Run 1, signal metal coverage by tile:
Drawn at 3 px/um. The die is cut into 20 by 20 equal tiles; dark purple is low, yellow is high, scaled to the fullest tile. Values are wire area over tile area, all layers added.
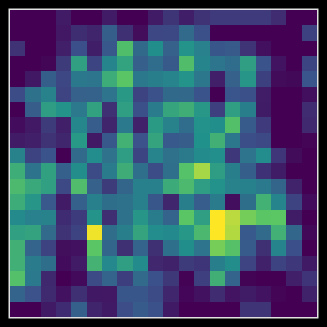
Run 1, a small window of the routed layout:
Region (36, 36) to (66, 66) um. Cells in grey, sequential cells in the stronger grey; small squares are vias.
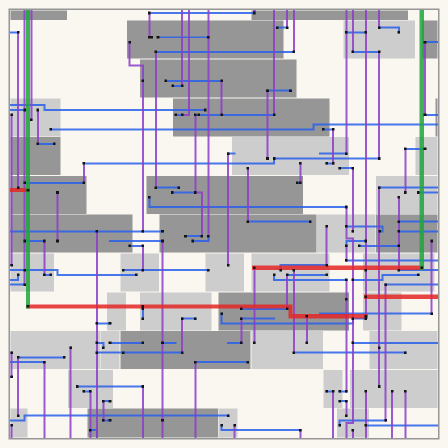
Run 1, cell outlines without signal wires:
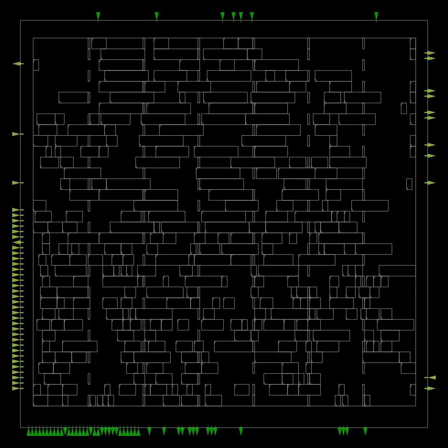
Run 1, selected gate families:
Drawn at 4 px/um.
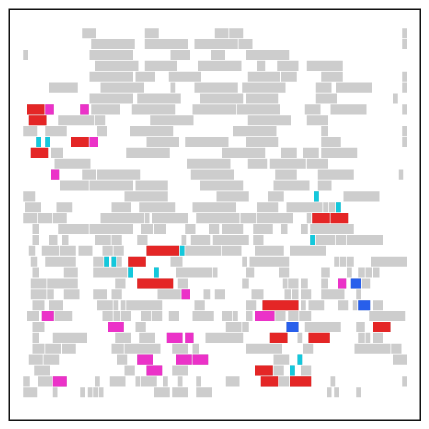
Design mmio_uart_tx, sky130hd; sources not shown.
==> results.txt, run 1 <==
Figures from the flow reports.

Status:
- The run finished, with violations left.
- The final reports fail on setup timing.

Place:
- The run puts the final RePlAce weighted congestion at 0.770.
- The run gives the placed wire-length estimate after detailed placement as 4550 um.
- During placement, the flow inserted port buffers numbering 51.
- The run gives the cell area after placement as 3910 um^2.

Global routing:
- The run gives the number of antenna violations at the first check in global routing as 0.

Yosys:
- The run puts the sequential element share of the synthesized area at 0.526.
- The run puts the parity-gate share of the synthesized area counting xor and xnor cells at 0.0143.
- The run gives the area fraction in compound gates after synthesis as 0.0547.
- The run puts the mean cell area of the mapped netlist at 13.5 um^2.
- The run gives the adder-cell area share of the yosys netlist as 0.0678.
- Grouping non-sequential cells by family puts the most area in multiplexers.
- In this run, synthesis inferred 32 flip-flops with an integrated enable.
- Yosys reports the multiplexer fraction of the synthesized area as 0.138.

Floorplanning:
- The die is 102 um wide.
- The run gives the well-tap cell count as 108.

Worst setup path:
- The worst setup path is captured at a flop.
- The run gives the maximum net fanout on the critical path as 2.
- The run puts the reg2reg setup slack at 0.02 ns.
- The run gives the longest individual stage delay on the worst path as 0.35 ns.
- Looking at the critical path, the single cell with the biggest stage delay is fa_2.
- The run gives the data required time at the worst endpoint as 2.50 ns.

Timing:
- The final timing report counts setup violations totalling 2.
- Setup repair after global routing could not meet its margin everywhere.
- In the post-route analysis, the smallest setup slack over all paths is -0.0963 ns.
- The run gives the final critical-path share of the clock period as 1.04.

Final layout:
- Per the layout report, the design carries 12 non-clock inverters.
- The run gives the non-clock buffering overhead in the final layout as 0.202.
- The class occupying the most area after layout is reported as sequential cells.
- The run puts the multi-input logic cell count at 152.
- The run gives the count of clock-net buffers in the final layout as 10.
- Leaving out fill and tap cells, the most frequent cells in the layout are buf_4 (34), edfxtp_1 (32), conb_1 (25), dfrtp_1 (25), buf_6 (19).
- The layout report lists the combined flip-flop and latch area as 1610 um^2.
- The run gives the share of the core filled with cells in the final layout as 0.489.
- The run puts the area growth from synthesis to layout at 42.0%.
- The register with the most flip-flops in the layout has 32 of them.

Clock network:
- The run puts the number of buffers inserted by hold repair at cts at 0.
- The run gives the H-tree level count as 3.

Route:
- The run puts the number of detailed-route iterations in the first pass at 4.

Job:
- The number of maximum-capacitance violations recorded for the run is 0.
-- 'signal metal coverage by tile' (at the start) --
- fullest tile: 0.33
- mean over tiles: 0.093
- nearly empty tiles: 16%
- emptiest ninth of the die: upper right
per-cell routed wire length: 14.1 um
combined global-route utilization of all metal layers: 0.131
final wirelength: 6200 um

-- 'a small window of the routed layout' (at the start) --
- green: met4
- red: met3
- blue: met1
- purple: met2
- sequential cells in the window: 10
- cells with their middle in the window: 32
- most frequent: dfrtp_1 (5), edfxtp_1 (5), clkbuf_8 (4)

-- 'cell outlines without signal wires' (at the start) --
flop share of the area: 0.371
non-filler instance count after layout: 440

-- 'selected gate families' (at the start) --
- blue: AND-OR and OR-AND gates (cells 3)
- red: adder and majority cells (cells 16; most used ha_1)
- cyan: inverters (cells 12; most used inv_1)
- magenta: AND and OR gates (cells 16; most used and3_4)
most common cell after layout, fill and taps aside: buf_4
fraction of standard cell area in multi-input logic: 0.332

[run 1: what timing repair did]
action	in CTS	in global routing
setup buffers	4	4
endpoints found under the hold margin	0	0
gates cloned	0	1
endpoints found under the setup margin	42	18
pin swaps	19	17
gates resized	142	20
[run 1: cells in the mapped netlist (all sizes together) (2+ instances only)]
library cell,instances
a21oi,4
a41oi,2
and2,4
and3,8
buf,27
clkbuf,2
dfrtp,25
edfxtp,32
ha,15
inv,12
mux2,18
mux4,8
nand2,10
nand4,4
nor2,8
nor3,4
nor3b,2
nor4,4
nor4b,3
o21ai,11
xnor2,4
[run 1: critical path, delay by kind of cell]
| family | cells | cell delay (ns) |
|---|---|---|
| simple gates | 3 | 0.68 |
| fa+ha+maj | 3 | 0.77 |
| buf+inv | 5 | 0.40 |
| xor+xnor | 2 | 0.27 |
[run 1: power breakdown]
part / switching (mW) / total (mW) / internal, mW / leakage [nW]
Sequential: 0.000000000725 / 1.11 / 1.11 / 0.642
Clock: 0.411 / 1.13 / 0.721 / 0.114
Combinational: 0.0487 / 0.109 / 0.0598 / 1.08
[run 1: routing by layer]
layer / GRT usage / vias up / share of wire
li1: - / 985 / -
met1: 0.154 / 1012 / 0.43
met2: 0.210 / 64 / 0.50
met3: 0.0369 / 6 / 0.051
met4: 0.0545 / 0 / 0.016
met5: - / - / 0
[run 1: metrics by stage]
| step | cells | worst slack [ns] |
|---|---|---|
| final | 440 | -0.0963 |
| after CTS | 435 | -0.0996 |
| after detailed placement | 415 | -0.751 |
| after global placement | 415 | -0.693 |
| after floorplan | 251 | -0.336 |
| after global routing | 440 | -0.208 |
[run 1: cell families after synthesis]
family / after synthesis
compound gates: 25
xor+xnor: 5
fa+ha+maj: 16
buf+inv: 41
flops: 58
mux: 27
other cells: 1
simple gates: 54
==> run 1 -> run 2 <==
--- a/config.mk
+++ b/config.mk
@@ -8,13 +8,13 @@
 export CAP_MARGIN = 20
 export CELL_PAD_IN_SITES_DETAIL_PLACEMENT = 0
 export CELL_PAD_IN_SITES_GLOBAL_PLACEMENT = 1
-export CORE_MARGIN = 3
 export CORE_UTILIZATION = 33
 export CTS_CLUSTER_DIAMETER = 200
 export DETAILED_ROUTE_END_ITERATION = 8
 export MAX_ROUTING_LAYER = met4
 export PLACE_DENSITY_LB_ADDON = 0.1
 export SETUP_SLACK_MARGIN = 0.15
+export SKIP_LAST_GASP = 1
 export SYNTH_ARGS = -nofsm -noshare
 export SYNTH_HDL_FRONTEND = slang
 export SYNTH_SLANG_ARGS = --single-unit
Run 2, signal wires by layer:
Drawn at 4 px/um. Only two layers are drawn.
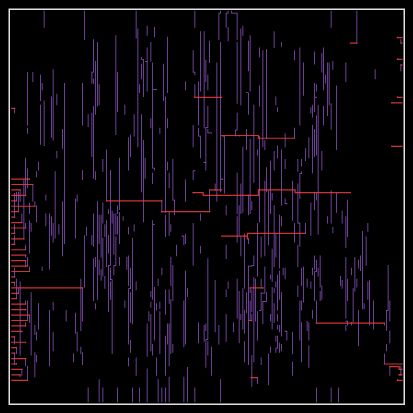
- purple: met2 (wire length 3020 um)
- red: met3 (wire length 278 um)
detailed-route via count: 2078
per-cell routed wire length: 14.0 um
final wirelength: 6220 um
combined global-route utilization of all metal layers: 0.141

==> run 2 against run 1 <==
  * The flow finishes with violations (DRC, setup timing)
  * Core utilization is 0.16 points higher
  * Combinational power is 7% lower
  * Clock power is 5% lower
  * Critical path depth is 1 lower
  * Fmax is 2.5% lower
  * Sequential cell count stayed put
  * Largest cell class unchanged
==> results.txt, run 2 <==
Figures from the flow reports.

Status:
- The flow ran to the end, but the final reports show violations.
- The final reports fail on DRC, setup timing.

Pwr:
- Looking at the VDD voltage map, the peak drop is 0.000246 V.
- The run puts the static leakage at 1.87 nW.
- Dividing total power by cell area gives a power density of 523 nW/um^2.

Route:
- The run puts the residual DRC count at 1.
- The detailed-route wire length on metal 1 was 2840 um (+6.5%).
- The run puts the detail-routed via count per cell at 4.66.
- The run puts the amount of wire on met3 after detailed routing at 277 um (-13%).
- The run puts the total length of routed met2 wires at 3020 um (-3.3%).
- The run gives the top layer reached by signal wires as met4.
- The run puts the number of detailed-route iterations in the first pass at 8 (+4).
- The run puts the first-iteration detailed-routing DRC count at 60.
- The run gives the remaining antenna violation count as 0.

Worst hold path:
- The run gives the hold-critical path depth as 1.
- Checking hold timing, the worst path is listed with class flop to flop.

Yosys:
- Sorting the synthesized cells by area gives the leading types as edfxtp_1 (31%), dfrtp_1 (20%), buf_4 (6.4%).
- Yosys instantiated no cell more often than edfxtp_1.
- The run puts the mean cell area of the mapped netlist at 13.5 um^2 (unchanged).
- The biggest area contributor in the post-synthesis netlist is edfxtp_1.
- The run puts the number of distinct standard cells referenced by the synthesized netlist at 47.
- The run gives the tally of yosys warning messages as 0.
- The cell count after synthesis came out at 227.
- The sequential element share of the synthesized area came to 0.526 (unchanged).
- Post-synth the commonest register cell is edfxtp_1.
- The run puts the number of enable flip-flop cells at 32 (unchanged).
- The post-synth register bit count is 58.
- The area fraction of the largest cell type after synthesis is 0.314.
- The run puts the share of flip-flops with an asynchronous set or reset at 0.448.
- The run puts the combined area of all synthesized cells at 3060 um^2.
- By count the netlist is led by edfxtp_1 (32), buf_4 (26), dfrtp_1 (25), ha_1 (15), inv_1 (12).

Job:
- The run puts the number of max-cap violations at 0 (unchanged).

Timing:
- The run puts the number of failing hold endpoints at the final stage at 0.
- Setup repair after global routing could not meet its margin everywhere.
- The final layout reports a setup TNS of -0.931 ns.
- The run puts the final tally of max-slew violations at 0.
- The clock arrives with 0.00874 ns of skew.
- The run puts the minimum period implied by the final worst setup slack at 2.44 ns.
- The final critical-path share of the clock period came to 1.07 (+0.0267).
- The run puts the final worst setup slack at -0.157 ns (-0.0608 ns).
- The final tally of setup violations is 10 (+8).

Place:
- The run gives the count of input and output buffers as 51 (unchanged).
- The run puts the number of instances in the placed design at 415 (unchanged).
- The run puts the placed wire-length estimate after detailed placement at 4380 um (-3.7%).
- The run gives the worst slack after detailed placement as -0.759 ns (-0.00861 ns).
- The run puts the final RePlAce weighted congestion at 0.752 (-2.2%).
- The run puts the cell area after placement at 3920 um^2 (+0.32%).

Final layout:
- The area growth from synthesis to layout is 41.8%.
- The run gives the number of cells in the finished layout apart from fillers as 446 (+1.4%).
- Among logic cells in the layout, the one with the most instances is edfxtp_1.
- The finished design was reported to have a net count of 416.
- The run gives the number of antenna repair diodes as 0.
- The top cell types in the final layout, fill and taps aside, are edfxtp_1 (32), buf_4 (31), conb_1 (25), dfrtp_1 (25), buf_6 (22).
- The run puts the flip-flop count of the largest register, all copies and words added at 32 (unchanged).

Clock network:
- The run gives the number of clock sinks as 58.
- The run gives the clock tree from TritonCTS as yes.
- The run puts the number of buffers added by the clock tree synthesis step at 9.
- In the CTS report, the clock slew at the register clock pins of the worst setup and hold paths is listed as 0.07 ns.
- The clock reaches the later pin of the worst-skew pair after 0.33 ns.
- The run puts the maximum number of buffers from clock root to sink at 2.
- The run puts the number of buffers inserted by hold repair at cts at 0 (unchanged).
- The run gives the clock root buffer as clkbuf_8.
- The run puts the H-tree level count at 3 (unchanged).

Floorplanning:
- The run gives the count of standard-cell rows as 34.
- In this run the count of I/O pins placed on the die edge is 101.
- The run puts the die height at 98.4 um.
- The die extent in x was 98.4 um (-3.9%).
- The run gives the pre-placement core utilization as 0.346.
- The run puts the area of the die at 9670 um^2.
- The region available for standard cell placement spans 8850 um^2.

Worst setup path:
- The run gives the cell count of the worst reg-to-reg path as 11.
- The reg2reg setup slack is -0.05 ns (-0.07 ns).
- The largest individual stage delay along the critical path comes from the cell nor4b_4.
- The run gives the worst path arrival time as 1.98 ns.
- The run gives the kind of start point of the critical path as an input port.
- The worst setup path is captured at a primary output.
- The run gives the maximum net fanout on the critical path as 2 (unchanged).
- The run gives the cell with the most instances on the worst path as buf_6.
- The run puts the longest individual stage delay on the worst path at 0.27 ns (-0.08 ns).
- The run gives the data required time at the worst endpoint as 1.82 ns (-0.68 ns).

Global routing:
- Summed over all layers, the global routing overflow is 0.
- The run gives the number of antenna violations at the first check in global routing as 0 (unchanged).
- The first global-routing pass estimated 10100 um of wire.
Run 2, signal metal coverage by tile:
Drawn at 3 px/um. The die is cut into 20 by 20 equal tiles; dark purple is low, yellow is high, scaled to the fullest tile. Values are wire area over tile area, all layers added.
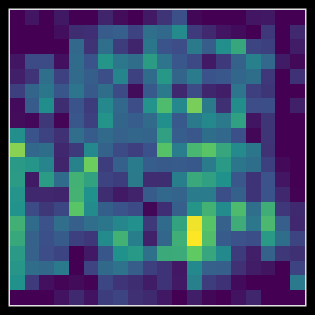
- mean over tiles: 0.10
- nearly empty tiles: 14%
- fullest tile: 0.38

run 2: cell count changes in the layout (fill, tap and decap cells not counted), moves of 3 or more:
cell	change
buf_2	+5
clkinv_4	+3
buf_6	+3
buf_4	-3
run 2: cells by family after synthesis:
family / share of synthesized area
fa+ha+maj: 0.0678
buf+inv: 0.0845
compound gates: 0.0547
flops: 0.526
other cells: 0.00122
mux: 0.138
simple gates: 0.113
xor+xnor: 0.0143
run 2: critical path: cells and delay by family:
kind / cells / cell delay [ns]
and+or+nand+nor: 4 / 0.70
buffers and inverters: 8 / 0.83
run 2: metrics by stage:
step                      power [mW]  utilization  hold WS (ns)
after floorplan                 1.18            -         0.160
after global placement          1.24        0.443         0.477
after detailed placement        1.24        0.443         0.476
after CTS                       2.32        0.483         0.487
after global routing            2.37        0.491         0.515
final                           2.27        0.491         0.483
run 2: cell type report:
cell class | instances | area, um^2
Fill cell | 815 | 4500
Sequential cell | 58 | 1610
Multi-Input combinational cell | 152 | 1390
Timing Repair Buffer | 100 | 938
Tap cell | 108 | 135
Clock buffer | 9 | 124
Clock inverter | 7 | 103
Inverter | 12 | 45.0
run 2: report_power, final:
part	total, mW	switching, mW	internal (mW)
clock	1.07	0.442	0.624
sequential	1.11	0.000000000692	1.11
combinational	0.101	0.0456	0.0558
total	2.27	0.488	1.79
run 2: metal layers:
layer	vias up	track usage
li1	1000	-
met1	1002	0.172
met2	68	0.223
met3	8	0.0422
met4	0	0.0482
met5	-	-
run 2: timing repair:
action / in CTS / in global routing
setup endpoints to repair: 50 / 19
pin swaps: 18 / 7
gates resized: 142 / 15
setup buffers: 9 / 5
cloned: 1 / 0
Power figures rest on the tool's default switching activity, not on a simulated workload.
